Figure 1. Metal 1.
Cells faint in the background.
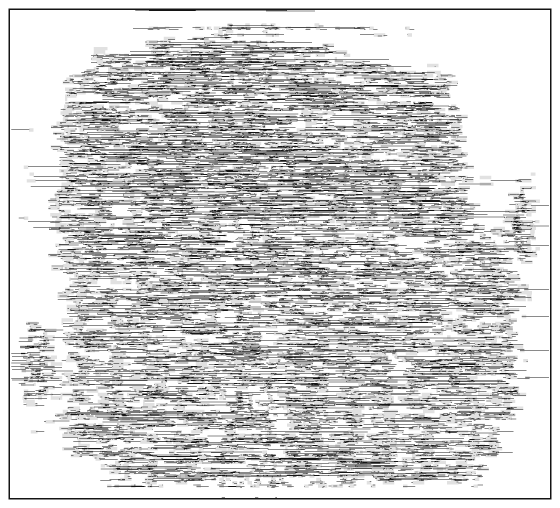
Figure 2. Met2 routing.
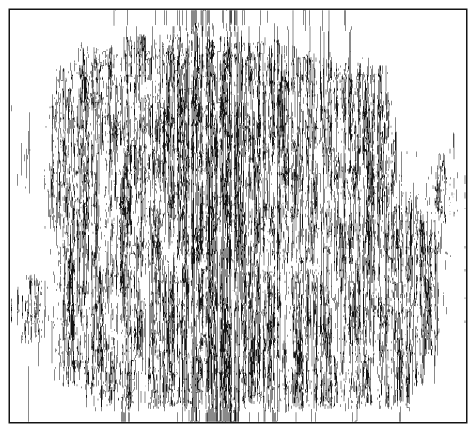
Figure 3. Met4 routing.
Cells faint in the background.
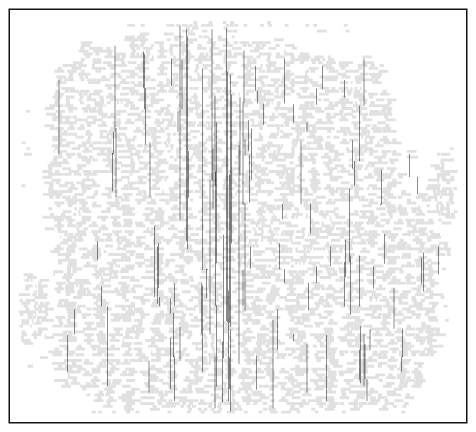
Figure 4. Local utilization.
Scale bar: 100 um. 22 x 20 tiles, from dark blue (low) to red (high), 0 to 100% covered.
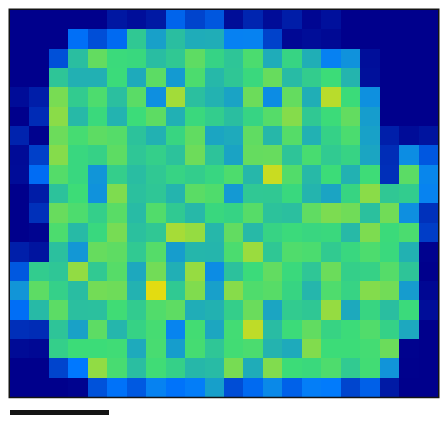
$ cat src/rtl/cpu_types_pkg.sv
// Shared CPU types: machine word, 2-bit branch counter encoding and the
// branch predictor table entry layout.
package cpu_types_pkg;

    typedef logic [31:0] word_t;

    // Widest tag any legal table size needs (ENTRIES >= 4 -> index >= 2 bits).
    localparam int unsigned TAG_MAX_W = 28;

    typedef enum logic [1:0] {
        SNT = 2'd0,
        WNT = 2'd1,
        WT  = 2'd2,
        ST  = 2'd3
    } cnt2_e;

    typedef struct packed {
        logic                 valid;
        logic [TAG_MAX_W-1:0] tag;
        logic [29:0]          target;
        cnt2_e                counter;
    } bp_entry_t;

    // Tag is everything above the index and the byte offset, zero-extended
    // into the fixed-width tag field.
    function automatic logic [TAG_MAX_W-1:0] pc_tag(input word_t pc, input int unsigned idx_w);
        word_t shifted;
        shifted = pc >> (idx_w + 2);
        return shifted[TAG_MAX_W-1:0];
    endfunction

endpackage

$ cat src/rtl/sat_counter2.sv
// Next-state logic of a 2-bit saturating taken/not-taken counter.
module sat_counter2
    import cpu_types_pkg::*;
(
    input  cnt2_e cur,
    input  logic  taken,
    output cnt2_e next
);

    // Step toward the observed outcome, holding at either end.
    always_comb begin
        next = cur;
        unique case (cur)
            SNT: next = taken ? WNT : SNT;
            WNT: next = taken ? WT  : SNT;
            WT:  next = taken ? ST  : WNT;
            ST:  next = taken ? ST  : WT;
            default: next = cur;
        endcase
    end

endmodule

$ cat src/rtl/branch_predictor.sv
// Direct-mapped branch target buffer with 2-bit saturating direction counters
// (MODE=1) or static not-taken prediction (MODE=0), plus saturating lookup
// and misprediction statistics.
module branch_predictor
    import cpu_types_pkg::*;
#(
    parameter int unsigned ENTRIES = 16,
    parameter int unsigned MODE    = 1,
    parameter int unsigned CNT_W   = 16
) (
    input  logic             CLK,
    input  logic             nRST,
    input  logic             lookup_en,
    input  logic [31:0]      lookup_pc,
    output logic             pred_taken,
    output logic [31:0]      pred_target,
    input  logic             upd_en,
    input  logic [31:0]      upd_pc,
    input  logic             upd_taken,
    input  logic [31:0]      upd_target,
    input  logic             upd_mispred,
    output logic [CNT_W-1:0] lookup_cnt,
    output logic [CNT_W-1:0] mispred_cnt
);

    localparam int unsigned IDX_W   = $clog2(ENTRIES);
    localparam bit          DYNAMIC = (MODE == 1);

    bp_entry_t table_q [ENTRIES];

    // Lookup side
    logic [IDX_W-1:0] lk_idx;
    bp_entry_t        lk_entry;
    logic             lk_hit;

    // Update side
    logic [IDX_W-1:0] up_idx;
    bp_entry_t        up_entry;
    logic             up_hit;
    cnt2_e            sat_next;
    logic             upd_we;
    bp_entry_t        upd_entry_d;

    logic [CNT_W-1:0] lookup_cnt_q,  lookup_cnt_d;
    logic [CNT_W-1:0] mispred_cnt_q, mispred_cnt_d;

    // Target is word aligned; its byte offset never reaches the table.
    logic unused_tgt_lsbs;
    assign unused_tgt_lsbs = ^upd_target[1:0];

    assign lk_idx   = lookup_pc[IDX_W+1:2];
    assign lk_entry = table_q[lk_idx];
    assign lk_hit   = lk_entry.valid && (lk_entry.tag == pc_tag(lookup_pc, IDX_W));

    assign up_idx   = upd_pc[IDX_W+1:2];
    assign up_entry = table_q[up_idx];
    assign up_hit   = up_entry.valid && (up_entry.tag == pc_tag(upd_pc, IDX_W));

    sat_counter2 u_sat (
        .cur   (up_entry.counter),
        .taken (upd_taken),
        .next  (sat_next)
    );

    // Zero-latency prediction straight from the registered table (no bypass).
    always_comb begin
        pred_taken  = 1'b0;
        pred_target = lookup_pc + 32'd4;
        if (DYNAMIC && lk_hit && lk_entry.counter[1]) begin
            pred_taken  = 1'b1;
            pred_target = {lk_entry.target, 2'b00};
        end
    end

    // Decide whether and how the resolved branch rewrites its table entry.
    always_comb begin
        upd_we      = 1'b0;
        upd_entry_d = up_entry;
        if (DYNAMIC && upd_en) begin
            if (up_hit) begin
                upd_we              = 1'b1;
                upd_entry_d.counter = sat_next;
                if (upd_taken) begin
                    upd_entry_d.target = upd_target[31:2];
                end
            end else if (upd_taken) begin
                upd_we              = 1'b1;
                upd_entry_d.valid   = 1'b1;
                upd_entry_d.tag     = pc_tag(upd_pc, IDX_W);
                upd_entry_d.target  = upd_target[31:2];
                upd_entry_d.counter = WT;
            end
        end
    end

    // Flip-flop table: cleared by reset, one entry written per update.
    always_ff @(posedge CLK or negedge nRST) begin
        if (!nRST) begin
            for (int unsigned i = 0; i < ENTRIES; i++) begin
                table_q[i] <= '0;
            end
        end else if (upd_we) begin
            table_q[up_idx] <= upd_entry_d;
        end
    end

    // Saturating statistics next-state.
    always_comb begin
        lookup_cnt_d  = lookup_cnt_q;
        mispred_cnt_d = mispred_cnt_q;
        if (lookup_en && (lookup_cnt_q != '1)) begin
            lookup_cnt_d = lookup_cnt_q + CNT_W'(1);
        end
        if (upd_en && upd_mispred && (mispred_cnt_q != '1)) begin
            mispred_cnt_d = mispred_cnt_q + CNT_W'(1);
        end
    end

    // Statistics registers.
    always_ff @(posedge CLK or negedge nRST) begin
        if (!nRST) begin
            lookup_cnt_q  <= '0;
            mispred_cnt_q <= '0;
        end else begin
            lookup_cnt_q  <= lookup_cnt_d;
            mispred_cnt_q <= mispred_cnt_d;
        end
    end

    assign lookup_cnt  = lookup_cnt_q;
    assign mispred_cnt = mispred_cnt_q;

endmodule

$ cat config.mk
export PLATFORM = sky130hd
export DESIGN_NAME = branch_predictor
export DESIGN_NICKNAME = d
export VERILOG_FILES = /design/src/rtl/cpu_types_pkg.sv /design/src/rtl/sat_counter2.sv /design/src/rtl/branch_predictor.sv
export SDC_FILE = /design/constraint.sdc
export NUM_CORES = 2
export LEC_CHECK = 0
export CAP_MARGIN = 20
export CORE_ASPECT_RATIO = 0.9
export CORE_MARGIN = 8
export CORE_UTILIZATION = 35
export CTS_CLUSTER_SIZE = 40
export DETAILED_ROUTE_END_ITERATION = 12
export PLACE_DENSITY_LB_ADDON = 0.12
export SYNTH_ARGS = -nofsm -noshare
export SYNTH_HDL_FRONTEND = slang
export SYNTH_SLANG_ARGS = --single-unit
$ cat constraint.sdc
create_clock -name CLK -period 7.2 [get_ports CLK]
set_input_delay 0.72 -clock CLK [delete_from_list [all_inputs] [get_ports CLK]]
set_output_delay 0.72 -clock CLK [all_outputs]
set_load 0.02 [all_outputs]
==> results.txt <==
Synthesis and PnR results.

- The flow ran to the end, and the final reports show no timing, DRC or antenna violations.
- The overall power is about 17000 uW.
- The top cell type by total area after synthesis is sky130_fd_sc_hd__dfrtp_1.
- The critical-path maximum fanout is 68.
- Looking at the max-slew report, the worst-margin pin has a slew of between 900 and 1000 ps.
- The worst setup path startpoint is lookup_pc[2].
- Counting along the longest clock path gives a buffer depth of 3.
- The origin of the critical flop-to-flop path is table_q[174].
- Per the Yosys statistics, synthesis produced 3619 cells.
- On the critical path, the stage with the largest delay is an instance of sky130_fd_sc_hd__buf_8.
- The area fraction in mux cells reads 0.4346.
- The number of clock buffers added by TritonCTS is 117.
- The number of setup buffers added after CTS is 0.
- The share of total power dissipated in combinational logic is 0.190.
- The synthesized netlist occupies a cell area of 0.05479 mm^2.
- The data arrival time of the critical path is ~5300 ps.
- Yosys mapped the design onto roughly 63 distinct sky130hd cell types.
- The residual DRC count reads 0.
- The power report attributes to the sequential group a share of 0.423.
- STA classifies the critical path endpoint as an output pin.
- Following the worst setup path forward leads to its endpoint at pred_target[30].
- The number of nets at floorplan is 3724.
- The register ranked first by flip-flop count reads table_q.
- The number of flip-flops under the largest register name is 976.
- The data required time at the worst endpoint reads 6480 ps.
- The clock buffer and inverter area fraction after layout is 0.06672.
- The total of plain and repair buffers excluding clock buffers reads about 270.
- The largest net degree at the start of global routing reads about 160.
- The number of stages on the worst setup path is 13.
- The number of I/O pins is 167.
- The placement row count is approximately 140.
- The worst hold slack reads 41.03 ps.
- The layout report gives the register share of total cell area as 0.3996.
- On met2, the global router reports a usage of 0.3383.
- The vertical die dimension is ~400 um.
- The critical path start-end classification reads input port to output pin.
- In the layout the commonest cells are 1008 x sky130_fd_sc_hd__dfrtp_1, 924 x sky130_fd_sc_hd__mux2_2, 508 x sky130_fd_sc_hd__mux4_2.
- The cell family with the largest share of critical-path delay is buffers and inverters.
- The internal power consumption reads ~12000 uW.
- The clock latency of the later-clocked register in the worst-skew pair is roughly 760 ps.
- The core utilization of the finished layout reads 0.4064.
- The cell at the root of the clock tree is sky130_fd_sc_hd__clkbuf_16.
- Per the synthesis report, the simple-gate share of the synthesized area is 0.03444.
- The most area-hungry cell class in the final design reads multi-input combinational cells.
- The number of cells in the design after placement is approximately 5.6k.
- The total of buffers placed on input and output ports reads 162.
- For this block, the initial DRC count from the detailed router was 2287.
- The final RePlAce weighted congestion is roughly 0.79.
- The clock-pin slew on the worst setup and hold paths reads approximately 60 ps.
- The number of tapcells is roughly 2.1k.
- The layout stage reports a final design area of 0.06312 mm^2.
- The number of hold-slack violations in the final timing report is 0.
- In the final timing run, aggregate negative setup slack is 0 ps.
- The number of hold-repair buffers added at the cts stage is 0.
- Summing all flip-flop and latch instances after layout gives about 0.025 mm^2.
- The area of the chip reads between 0.15 and 0.2 mm^2.
- STA reports a reg2reg setup slack of about 2700 ps.
- The average routed wire per standard cell reads around 30 um.
- The area added between synthesis and finish is 15.20%.
- The met3 track demand over resource in global routing is 0.03038.
- The antenna cell count reads 2.
- The wire length after detailed routing reads between 150000 and 200000 um.
- The clock network power reads 6520 uW.
- The final layout contains between 3k and 4k nets.
- The final HPWL from detailed placement is 104800 um.
- The share of flip-flops with an asynchronous set or reset after synthesis is 1.000.
- The dominant register cell in the synthesized netlist is sky130_fd_sc_hd__dfrtp_1.
- The flip-flop and latch count reads 1008.
- Per the final layout report, the fraction of cells sized above drive strength 1 comes to 0.4738.
- The tool warning count for the run is between 40 and 50.
- IR analysis of the VDD net gives a maximum drop of 0.0001831 V.
- The initial antenna violation count is 3.
- The number of global-route vias before repair reads approximately 35k.
- The CTS tree reads yes.
- In this run, the synthesized area fraction spent on xor and xnor cells is recorded as 0.01886.
- The report counts max-capacitance violations totalling 0.
- The total number of yosys warnings reads 0.
- The commonest cells after synthesis are 1008 x sky130_fd_sc_hd__dfrtp_1, 924 x sky130_fd_sc_hd__mux2_2, 508 x sky130_fd_sc_hd__mux4_2.
- The worst max-slew margin expressed relative to the limit reads 0.3422.
- The yosys-reported design area after synthesis reads 0.05479 mm^2.
- The final timing report counts setup violations totalling 0.
- The total core area is ~0.16 mm^2.
- The fraction of the mapped netlist area in compound gates is 0.02126.
- Prior to clock tree synthesis, the placed netlist has a worst setup slack of roughly 1100 ps.
- In the finished design, the share of the clock period the worst path needs comes to 0.8357.
- Note that the worst hold path type here is input port to async pin.
- The clock tree buffer count of the final layout is roughly 170.
- Leaving out buffers and inverters, the combinational logic in the layout accounts for around 0.028 mm^2.
- Ranked by total cell area, the synthesized netlist is headed by sky130_fd_sc_hd__dfrtp_1 46%, sky130_fd_sc_hd__mux4_2 21%, sky130_fd_sc_hd__mux2_2 19%.
- The shortest period the worst path allows reads between 6000 and 7000 ps.
- The longest individual stage delay on the worst path reads ~650 ps.
- The first-pass GRT wire length is 262000 um.
- The average cell area after synthesis reads approximately 15 um^2.
- Per Yosys stat, the portion of area used by sequential elements is 0.4604.
- The filler-free cell count of the finished design is 5867.
- Of the total synthesized cell area, the portion taken by full adders, half adders and majority gates is 0.0008678.
- Setup repair after global routing left no endpoint under its margin.
- The post-route worst setup slack reads 1183 ps.
- The power report lists the sequential group at between 7000 and 8000 uW.
- The iteration tally of the first detailed-router pass reads 5.
- In this run, synthesis inferred 0 flip-flops with an integrated enable.
- The via-per-instance ratio reads about 5.7.
- Looking at the reg2reg group, the worst path ends at table_q[223].
- The area share of buffers outside the clock network is 0.04639.
- The number of buffers and inverters on the critical path is 5.
- The analysis attributes to cell leakage a power of about 0.027 uW.
- The power density of the placed cells is roughly 270 mW/mm^2.
- The multi-input gate share of the layout cell area reads 0.4436.
- The part of the total power dissipated in the clock network is 0.388.
- The main power-consuming group reads sequential cells.
- The number of nets still failing antenna checks after routing reads 0.
- The number of fill cells in the layout reads around 14k.
- Counting every sink on the clock net gives between 1k and 1.5k.
- The area share of the leading cell type in the synthesized netlist is 0.4604.
- The depth of the worst register-to-register path is 11.
- The maximum frequency from static timing analysis is ~0.17 GHz.
- The busiest layer in global routing reads met2.
-- Figure 1 (at the start) --
nets with wire on the layer: 3565
share of all routed wire: 45%
main direction: horizontal
wire length on this layer: 79.6 mm
longest straight run: 123 um
via count: 33.30k
global-route met1 utilization: 0.2886

-- Figure 2 (at the start) --
longest straight run: 186 um
wire length on this layer: 85.0 mm

-- Figure 3 (at the start) --
nets with wire on the layer: 51
main direction: vertical

-- Figure 4 (at the start) --
mean over tiles: 36%
nearly empty tiles: 14%
fullest tile: 71%

worst reg2reg max path: stages, from the launching register on:
cell	delay (ps)
sky130_fd_sc_hd__dfrtp_1	390
sky130_fd_sc_hd__mux4_2	460
sky130_fd_sc_hd__a22oi_1	190
sky130_fd_sc_hd__nand3_1	180
sky130_fd_sc_hd__xor2_1	240
sky130_fd_sc_hd__or4_1	630
sky130_fd_sc_hd__a2111oi_4	470
sky130_fd_sc_hd__a31oi_4	300
sky130_fd_sc_hd__buf_4	310
sky130_fd_sc_hd__nor3_4	240
sky130_fd_sc_hd__buf_4	530
sky130_fd_sc_hd__mux2_2	420
layer usage:
| layer | share of wire | wire length, um |
|---|---|---|
| met4 | 0.037 | 6606 |
| met5 | 0 | 0 |
| met1 | 0.45 | 79550 |
| met3 | 0.034 | 6019 |
| met2 | 0.48 | 84960 |
Power is estimated from default activity; no workload was simulated.
